Run 1, nets reached from selected ports:
(4 px per µm)
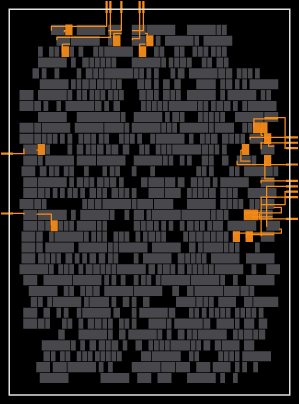
Run 1, placed cells, one colour a class:
(4 px per µm) Fill, decap, tap and diode cells in grey.
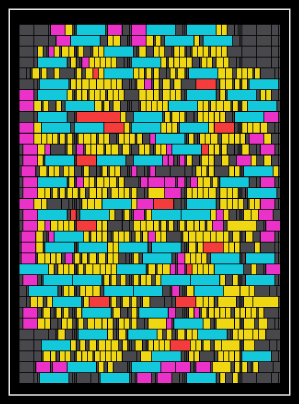
Run 1, the metal 2 layer:
(4 px per µm)
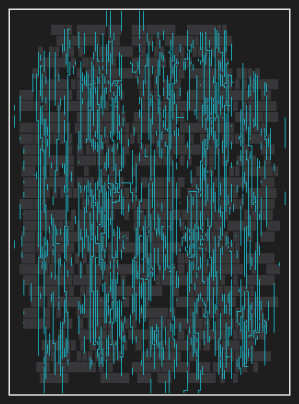
Run 1, clock wiring as the flow saved it:
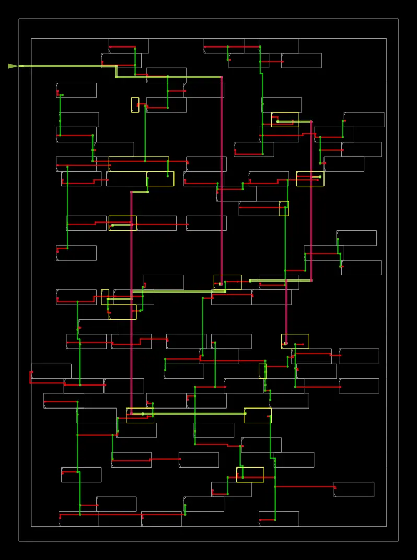
## config.mk

```make
export PLATFORM = sky130hd
export DESIGN_NAME = i2s_transmitter
export DESIGN_NICKNAME = d
export VERILOG_FILES = /design/src/rtl/i2s_pkg.sv /design/src/rtl/i2s_sck_gen.sv /design/src/rtl/i2s_transmitter.sv
export SDC_FILE = /design/constraint.sdc
export NUM_CORES = 1
export LEC_CHECK = 0
export ABC_AREA = 1
export CORE_ASPECT_RATIO = 1.4
export CORE_MARGIN = 2
export CORE_UTILIZATION = 60
export DETAILED_ROUTE_END_ITERATION = 10
export GPL_TIMING_DRIVEN = 0
export PLACE_DENSITY = 0.84
export SKIP_LAST_GASP = 1
export SYNTH_ARGS = -nofsm -noshare
export SYNTH_HDL_FRONTEND = slang
export SYNTH_HIERARCHICAL = 1
export SYNTH_SLANG_ARGS = --single-unit
```

## constraint.sdc

```tcl
create_clock -name clk -period 5.6 [get_ports clk]
set_clock_uncertainty 0.05 [all_clocks]
set_input_delay 0.84 -clock clk [delete_from_list [all_inputs] [get_ports clk]]
set_output_delay 0.84 -clock clk [all_outputs]
set_load 0.02 [all_outputs]
```

## src/rtl/i2s_pkg.sv

```systemverilog
// Shared types, defaults and helpers for the I2S master-mode blocks.
package i2s_pkg;

    localparam int I2S_WIDTH   = 16;
    localparam int I2S_CLK_DIV = 4;

    // One stereo PCM pair at the default slot width.
    typedef struct packed {
        logic [I2S_WIDTH-1:0] left;
        logic [I2S_WIDTH-1:0] right;
    } stereo_sample_t;

    // Word-select level for slot s: high from the last left bit up to the
    // second-to-last right bit, so ws always leads a channel's MSB by one SCK.
    function automatic logic ws_for_slot(input int s, input int width);
        return (s >= width - 1) && (s <= 2 * width - 2);
    endfunction

endpackage

```

## src/rtl/i2s_sck_gen.sv

```systemverilog
// Bit-clock generator: divides clk into a 50% duty SCK and flags the clk
// cycle on which SCK is about to rise or fall.
module i2s_sck_gen
    import i2s_pkg::*;
#(
    parameter int CLK_DIV = I2S_CLK_DIV
) (
    input  logic clk,
    input  logic reset,
    output logic sck,
    output logic fall,
    output logic rise
);

    localparam int DW = (CLK_DIV > 1) ? $clog2(CLK_DIV) : 1;
    localparam logic [DW-1:0] DIV_LAST = DW'(CLK_DIV - 1);

    logic [DW-1:0] div;
    logic          terminal;

    assign terminal = (div == DIV_LAST);
    // Strobes are valid in the cycle whose clock edge moves sck.
    assign fall     = terminal & sck;
    assign rise     = terminal & ~sck;

    // Half-period counter; sck flips each time the counter wraps.
    always_ff @(posedge clk) begin
        if (reset) begin
            div <= '0;
            sck <= 1'b0;
        end else if (terminal) begin
            div <= '0;
            sck <= ~sck;
        end else begin
            div <= div + 1'b1;
        end
    end

endmodule

```

## src/rtl/i2s_transmitter.sv

```systemverilog
// I2S master transmitter: standard I2S framing, MSB first, one-SCK data
// delay after each WS edge, WS low = left. Far end samples SD on rising SCK.
//
// Input handshake: a pair is transferred on a clk edge where in_valid and
// in_ready are both high; in_ready is high whenever the one-entry holding
// register is empty. in_left/in_right are only sampled on that transfer.
module i2s_transmitter
    import i2s_pkg::*;
#(
    parameter int WIDTH   = I2S_WIDTH,
    parameter int CLK_DIV = I2S_CLK_DIV
) (
    input  logic             clk,
    input  logic             reset,
    input  logic [WIDTH-1:0] in_left,
    input  logic [WIDTH-1:0] in_right,
    input  logic             in_valid,
    output logic             in_ready,
    output logic             sck,
    output logic             ws,
    output logic             sd,
    output logic             frame_start,
    output logic             underrun
);

    localparam int SLOTS = 2 * WIDTH;
    localparam int SW    = $clog2(SLOTS);
    localparam logic [SW-1:0] LAST_SLOT = SW'(SLOTS - 1);

    typedef struct packed {
        logic [WIDTH-1:0] left;
        logic [WIDTH-1:0] right;
    } pair_t;

    logic             fall;
    logic             sck_rise_unused;
    logic [SW-1:0]    slot;
    logic [SW-1:0]    slot_next;
    logic [SLOTS-1:0] shift;
    pair_t            hold;
    logic             full;
    logic             accept;

    i2s_sck_gen #(
        .CLK_DIV(CLK_DIV)
    ) u_sck_gen (
        .clk  (clk),
        .reset(reset),
        .sck  (sck),
        .fall (fall),
        .rise (sck_rise_unused)
    );

    assign in_ready  = ~full;
    assign accept    = in_valid & ~full;
    assign slot_next = (slot == LAST_SLOT) ? '0 : slot + 1'b1;

    // Holding register, slot counter and serializer; ws/sd move with the fall.
    always_ff @(posedge clk) begin
        if (reset) begin
            slot        <= LAST_SLOT;
            ws          <= 1'b0;
            sd          <= 1'b0;
            shift       <= '0;
            hold        <= '0;
            full        <= 1'b0;
            frame_start <= 1'b0;
            underrun    <= 1'b0;
        end else begin
            frame_start <= 1'b0;
            underrun    <= 1'b0;
            // An accept can only happen while empty, so it never collides
            // with the load below draining a full register.
            if (accept) begin
                hold <= '{left: in_left, right: in_right};
                full <= 1'b1;
            end
            if (fall) begin
                slot <= slot_next;
                ws   <= ws_for_slot(int'(slot_next), WIDTH);
                if (slot_next == '0) begin
                    frame_start <= 1'b1;
                    if (full) begin
                        shift <= hold;
                        sd    <= hold.left[WIDTH-1];
                        full  <= 1'b0;
                    end else begin
                        // Nothing to send: emit digital silence this frame.
                        shift    <= '0;
                        sd       <= 1'b0;
                        underrun <= 1'b1;
                    end
                end else begin
                    shift <= {shift[SLOTS-2:0], 1'b0};
                    sd    <= shift[SLOTS-2];
                end
            end
        end
    end

endmodule

```

==> results.tsv, run 1 <==
stage	metric	value	unit
status	status	completed	
worst_setup_path	worst-path cell chain	buf_2, inv_2, clkdlybuf4s50_1	
yosys	Mean Syn Cell Area	6.48	µm²
timing	final-report hold violation count	0	
place	placed insts	671	
worst_setup_path	Max stage delay on crit path	0.59	ns
routing	Via density	4.99	
final_layout	Leading cell kind	logic gates	
place	hpwl dp	5480	µm
final_layout	biggest regs	hold x32, shift x31, slot x5	
worst_setup_path	crit path max-delay cell type	clkdlybuf4s50_1	
worst_setup_path	R2R Path Start	slot[0]$_SDFFE_PP1P_	
final_layout	Top reg by flops	hold	
final_layout	Layout fillers	499	
timing	fmax	422	MHz
power_and_ir_drop	Peak VDD IR	165	µV
power_and_ir_drop	Switching Share	0.245	
yosys	Mapped Cells	561	
routing	M1 wire length	3270	µm
clock_tree	H-tree lvl count	3	
job	Log Warnings	28	
power_and_ir_drop	register share of total power	0.520	
place	post-placement setup slack	3.12	ns
yosys	Syn Nets	601	
global_routing	largest net degree at the start of global routing	12	
place	dpl cell area	4120	µm²
job	maximum capacitance violations	0	
clock_tree	clk buf depth	2	
worst_setup_path	crit end category	output pin	
final_layout	max FFs per register	32	
timing	period utilisation layout	0.423	
final_layout	final core occ	0.735	
power_and_ir_drop	NetSw	272	µW
worst_setup_path	critical path's top delay family	buffers and inverters	
power_and_ir_drop	Largest Pwr Group	registers	
clock_tree	Reg clk slew, reported paths	0.08	ns
clock_tree	clk_lat worst skew	0.35	ns
final_layout	comb_multi_in	372	
timing	Slew @ Worst Pin	0.455	ns
routing	Starting DRT DRC Count	184	
yosys	Synth Cell Area	3630	µm²
global_routing	met1 usage	0.288	
final_layout	share of cells above drive strength 1	0.0633	
timing	unrepaired setup endpoints after global routing	no	
power_and_ir_drop	Flop+latch power	577	µW
timing	fin crit period	2.37	ns
worst_setup_path	FF-to-FF path depth	13	
power_and_ir_drop	internal power	838	µW
clock_tree	setup bufs post-CTS	0	
worst_setup_path	Critical R2R Capture	shift[18]$_SDFFE_PP0P_	
clock_tree	Post-CTS Resized	0	
routing	wire per inst	11.2	µm
floorplanning	# Taps	70	
worst_setup_path	Crit. Startpoint	full$_SDFF_PP0_	
timing	worst-case headroom to the max-slew limit	0.697	
final_layout	register area	1520	µm²
global_routing	Total GRT Usage	0.251	
global_routing	first-pass GRT wire length	13400	µm
final_layout	Post-Layout Cell Count	686	
clock_tree	CTS tree	done	
min_path	hold path start	u_sck_gen/div[0]$_SDFF_PP0_	
clock_tree	CTS root buffer	clkbuf_8	
global_routing	GR peak layer	met2	
global_routing	gr ovfl total	0	
place	routability cong.	0.796	
floorplanning	Die H	96.1	µm
final_layout	ant diodes	0	
floorplanning	Die X-Extent	69.8	µm
final_layout	final-layout clock-cell area share	0.0427	
floorplanning	die area	6710	µm²
worst_setup_path	Critical Path End	in_ready	
power_and_ir_drop	P_comb	126	µW
floorplanning	fp util	0.620	
routing	drt first pass iters	5	
routing	met2 WL post-DR	3870	µm
global_routing	vias in the first global route	3167	
yosys	Ys Warns	6	
power_and_ir_drop	Comb power frac	0.113	
-- 'nets reached from selected ports' (at the start) --
- `in_right`: orange (bits 16; direction input; edge 9 right, 5 top, 2 left; end cells 16; buffers 16; wire 261 µm)
IO buf count: 40
Top-Level Pins: 41

-- 'placed cells, one colour a class' (at the start) --
- other buffers and delay cells: magenta (cells 74; share of their area 14%)
- all other logic: yellow (cells 451; share of their area 46%)
- clock drivers and dummy loads: red (cells 15; share of their area 4.4%)
- flip-flops: cyan (cells 76; share of their area 36%)
fraction of area in registers: 0.353
# rows: 33
Final Cell Area: 4310 µm²

-- 'the metal 2 layer' (at the start) --
- nets with wire on the layer: 478
- main direction: vertical
- wire length on this layer: 3870 µm
- share of all routed wire: 50%
- longest straight run: 43.0 µm
met2 usage: 0.456
vias: 3422
drt total wl: 7680 µm

-- 'clock wiring as the flow saved it' (at the start) --
layout clock buffer count: 13
Power Clock: 407 µW

Run 1, routed clock nets over the placement:
(4 px per µm)
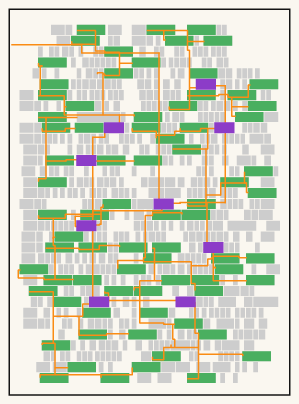

==> run 2, diff against run 1 <==
--- a/config.mk
+++ b/config.mk
@@ -8,10 +8,10 @@
 export ABC_AREA = 1
 export CORE_ASPECT_RATIO = 1.4
 export CORE_MARGIN = 2
-export CORE_UTILIZATION = 60
+export CORE_UTILIZATION = 56
 export DETAILED_ROUTE_END_ITERATION = 10
 export GPL_TIMING_DRIVEN = 0
-export PLACE_DENSITY = 0.84
+export PLACE_DENSITY = 0.8
 export SKIP_LAST_GASP = 1
 export SYNTH_ARGS = -nofsm -noshare
 export SYNTH_HDL_FRONTEND = slang
==> constraint.sdc (replaced) <==
create_clock -name clk -period 2.3 [get_ports clk]
set_clock_uncertainty 0.05 [all_clocks]
set_input_delay 0.345 -clock clk [delete_from_list [all_inputs] [get_ports clk]]
set_output_delay 0.345 -clock clk [all_outputs]
set_load 0.02 [all_outputs]
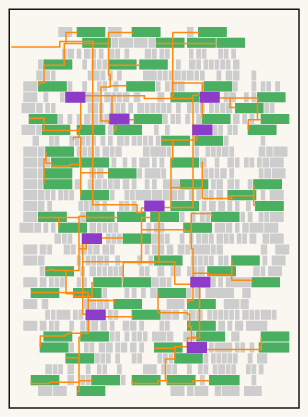
Run 2: routed clock nets over the placement
(4 px per µm)
- flip-flops: green (count 76)
- clock wires: orange (length 907 µm)
- cells driving clock nets: purple (count 9)
- routed clock nets: 10
Power Clock: 875 µW
Clk pwr share: 0.338

==> run 2 against run 1 <==
- hold slack improved by 0.019 ns
- combinational power increased by 140%
- clock power increased by 110%
- global-route usage decreased by 1.2 points
- final area decreased by 0.32%
- utilization decreased by 4.8 points
- non-clock buffer count unchanged
- power increased by 130%
- sequential share of layout area increased by 0.17 points
- cell count increased by 0.44%
- setup slack got worse by 3.0 ns
- die size increased by 6.8%
- critical path type is now flip-flop to flip-flop
==> results.tsv, run 2 <==
stage	metric	value	unit	change
status	status	completed		unchanged
floorplanning	Top-Level Pins	41		unchanged
power_and_ir_drop	Comb power frac	0.119		was 0.113
worst_setup_path	Crit. Startpoint	slot[0]$_SDFFE_PP1P_		was full$_SDFF_PP0_
global_routing	GR peak layer	met2		unchanged
job	Log Warnings	28		unchanged
routing	met2 WL post-DR	4030	µm	was 3870 µm
yosys	Ys Warns	6		unchanged
timing	period utilisation layout	0.916		
yosys	Synth Cell Area	3630	µm²	unchanged
power_and_ir_drop	Flop+latch power	1.41	mW	was 577 µW
routing	vias	3337		was 3422
floorplanning	fp util	0.581		was 0.620
worst_setup_path	FF-to-FF path depth	13		unchanged
place	dpl cell area	4130	µm²	was 4120 µm²
worst_setup_path	critical path's top delay family	simple AND/OR/NAND/NOR gates		was buffers and inverters
timing	fmax	474	MHz	
final_layout	max FFs per register	32		unchanged
place	hpwl dp	5720	µm	was 5480 µm
routing	Starting DRT DRC Count	205		was 184
floorplanning	# Taps	72		was 70
floorplanning	Die H	99.3	µm	was 96.1 µm
yosys	Syn Nets	601		unchanged
final_layout	final-layout clock-cell area share	0.0379		was 0.0427
place	post-placement setup slack	0.118	ns	was 3.12 ns
routing	drt first pass iters	4		was 5
clock_tree	H-tree lvl count	3		unchanged
final_layout	Top reg by flops	hold		unchanged
final_layout	biggest regs	hold x32, shift x31, slot x5		unchanged
power_and_ir_drop	P_comb	308	µW	was 126 µW
global_routing	gr ovfl total	0		unchanged
global_routing	first-pass GRT wire length	13700	µm	was 13400 µm
routing	Via density	4.84		was 4.99
timing	unrepaired setup endpoints after global routing	no		unchanged
timing	Slew @ Worst Pin	0.462	ns	was 0.455 ns
power_and_ir_drop	internal power	1.94	mW	was 838 µW
final_layout	layout clock buffer count	14		was 13
floorplanning	Die X-Extent	72.1	µm	was 69.8 µm
routing	wire per inst	11.5	µm	was 11.2 µm
clock_tree	Reg clk slew, reported paths	0.07	ns	was 0.08 ns
global_routing	met2 usage	0.440		was 0.456
clock_tree	clk buf depth	2		unchanged
final_layout	Layout fillers	559		was 499
worst_setup_path	Critical R2R Capture	shift[22]$_SDFFE_PP0P_		was shift[18]$_SDFFE_PP0P_
global_routing	Total GRT Usage	0.239		was 0.251
clock_tree	setup bufs post-CTS	0		unchanged
global_routing	largest net degree at the start of global routing	12		unchanged
global_routing	met1 usage	0.267		was 0.288
yosys	Mapped Cells	561		unchanged
place	IO buf count	40		unchanged
final_layout	Leading cell kind	logic gates		unchanged
timing	worst-case headroom to the max-slew limit	0.692		was 0.697
Run 2, nets reached from selected ports:
(4 px per µm)
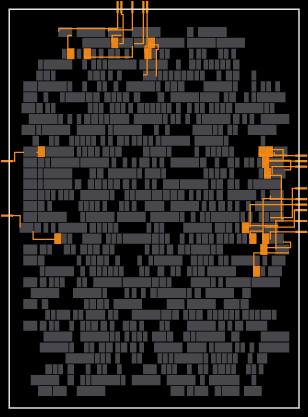

==> run 3, diff against run 2 <==
--- a/config.mk
+++ b/config.mk
@@ -8,10 +8,10 @@
 export ABC_AREA = 1
 export CORE_ASPECT_RATIO = 1.4
 export CORE_MARGIN = 2
-export CORE_UTILIZATION = 56
+export CORE_UTILIZATION = 25
+export CTS_CLUSTER_SIZE = 16
 export DETAILED_ROUTE_END_ITERATION = 10
 export GPL_TIMING_DRIVEN = 0
-export PLACE_DENSITY = 0.8
 export SKIP_LAST_GASP = 1
 export SYNTH_ARGS = -nofsm -noshare
 export SYNTH_HDL_FRONTEND = slang
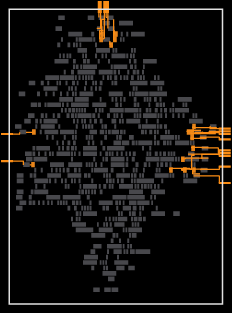
Run 3: nets reached from selected ports
(2 px per µm)
- `in_right`: orange (bits 16; direction input; edge 9 right, 5 top, 2 left; end cells 16; buffers 16; wire 302 µm)

==> run 3 against run 2 <==
- global-route usage down 12 points
- sequential cell count unchanged
- sequential power about the same
- critical path type unchanged
- critical endpoint is now sd$_SDFFE_PP0P_
- largest cell class unchanged
- largest power group unchanged
==> results.tsv, run 3 <==
stage	metric	value	unit	change
routing	Starting DRT DRC Count	200		was 205
routing	Via density	4.10		was 4.84
power_and_ir_drop	P_comb	311	µW	was 308 µW
power_and_ir_drop	Power Clock	1.30	mW	was 875 µW
clock_tree	Post-CTS Resized	0		unchanged
place	routability cong.	0.803		was 0.795
final_layout	share of cells above drive strength 1	0.0714		was 0.0681
timing	final-report hold violation count	0		unchanged
final_layout	final core occ	0.318		was 0.686
floorplanning	Top-Level Pins	41		unchanged
power_and_ir_drop	internal power	2.30	mW	was 1.94 mW
floorplanning	# Taps	189		was 72
clock_tree	H-tree lvl count	3		unchanged
place	placed insts	790		was 673
power_and_ir_drop	Largest Pwr Group	registers		unchanged
power_and_ir_drop	Clk pwr share	0.430		was 0.338
global_routing	GR peak layer	met2		unchanged
global_routing	Total GRT Usage	0.119		was 0.239
final_layout	biggest regs	hold x32, shift x31, slot x5		unchanged
clock_tree	clk buf depth	2		unchanged
global_routing	met1 usage	0.143		was 0.267
floorplanning	Die H	147	µm	was 99.3 µm
worst_setup_path	critical path's top delay family	simple AND/OR/NAND/NOR gates		unchanged
global_routing	largest net degree at the start of global routing	12		unchanged
place	IO buf count	40		unchanged
place	post-placement setup slack	0.0921	ns	was 0.118 ns
timing	period utilisation layout	0.917		was 0.916
global_routing	met2 usage	0.203		was 0.440
final_layout	layout clock buffer count	13		was 14
final_layout	Final Cell Area	4550	µm²	was 4290 µm²
floorplanning	Die X-Extent	106	µm	was 72.1 µm
worst_setup_path	worst-path cell chain	ha_2, nand2_2, nor2_1, ha_1, inv_1, nand2_1, nor2_8, nand2_4, buf_6, nand2_1, nand3_1, nand2_1, inv_1		unchanged
final_layout	ant diodes	0		unchanged
status	status	completed		unchanged
final_layout	fraction of area in registers	0.335		was 0.355
clock_tree	setup bufs post-CTS	0		unchanged
global_routing	vias in the first global route	3147		was 3232
clock_tree	clk_lat worst skew	0.33	ns	was 0.34 ns
routing	vias	3301		was 3337
worst_setup_path	crit end category	flip-flop		unchanged
floorplanning	# rows	52		was 34
routing	wire per inst	10.7	µm	was 11.5 µm
timing	unrepaired setup endpoints after global routing	no		unchanged
power_and_ir_drop	Switching Share	0.238		was 0.253
routing	M1 wire length	3900	µm	was 3420 µm
worst_setup_path	R2R Path Start	slot[0]$_SDFFE_PP1P_		unchanged
yosys	Syn Nets	601		unchanged
clock_tree	CTS root buffer	clkbuf_16		was clkbuf_8
routing	met2 WL post-DR	4170	µm	was 4030 µm
place	dpl cell area	4270	µm²	was 4130 µm²
routing	drt total wl	8590	µm	was 7900 µm
job	Log Warnings	28		unchanged
final_layout	final-layout clock-cell area share	0.0594		was 0.0379
Power and IR drop assume default switching activity.
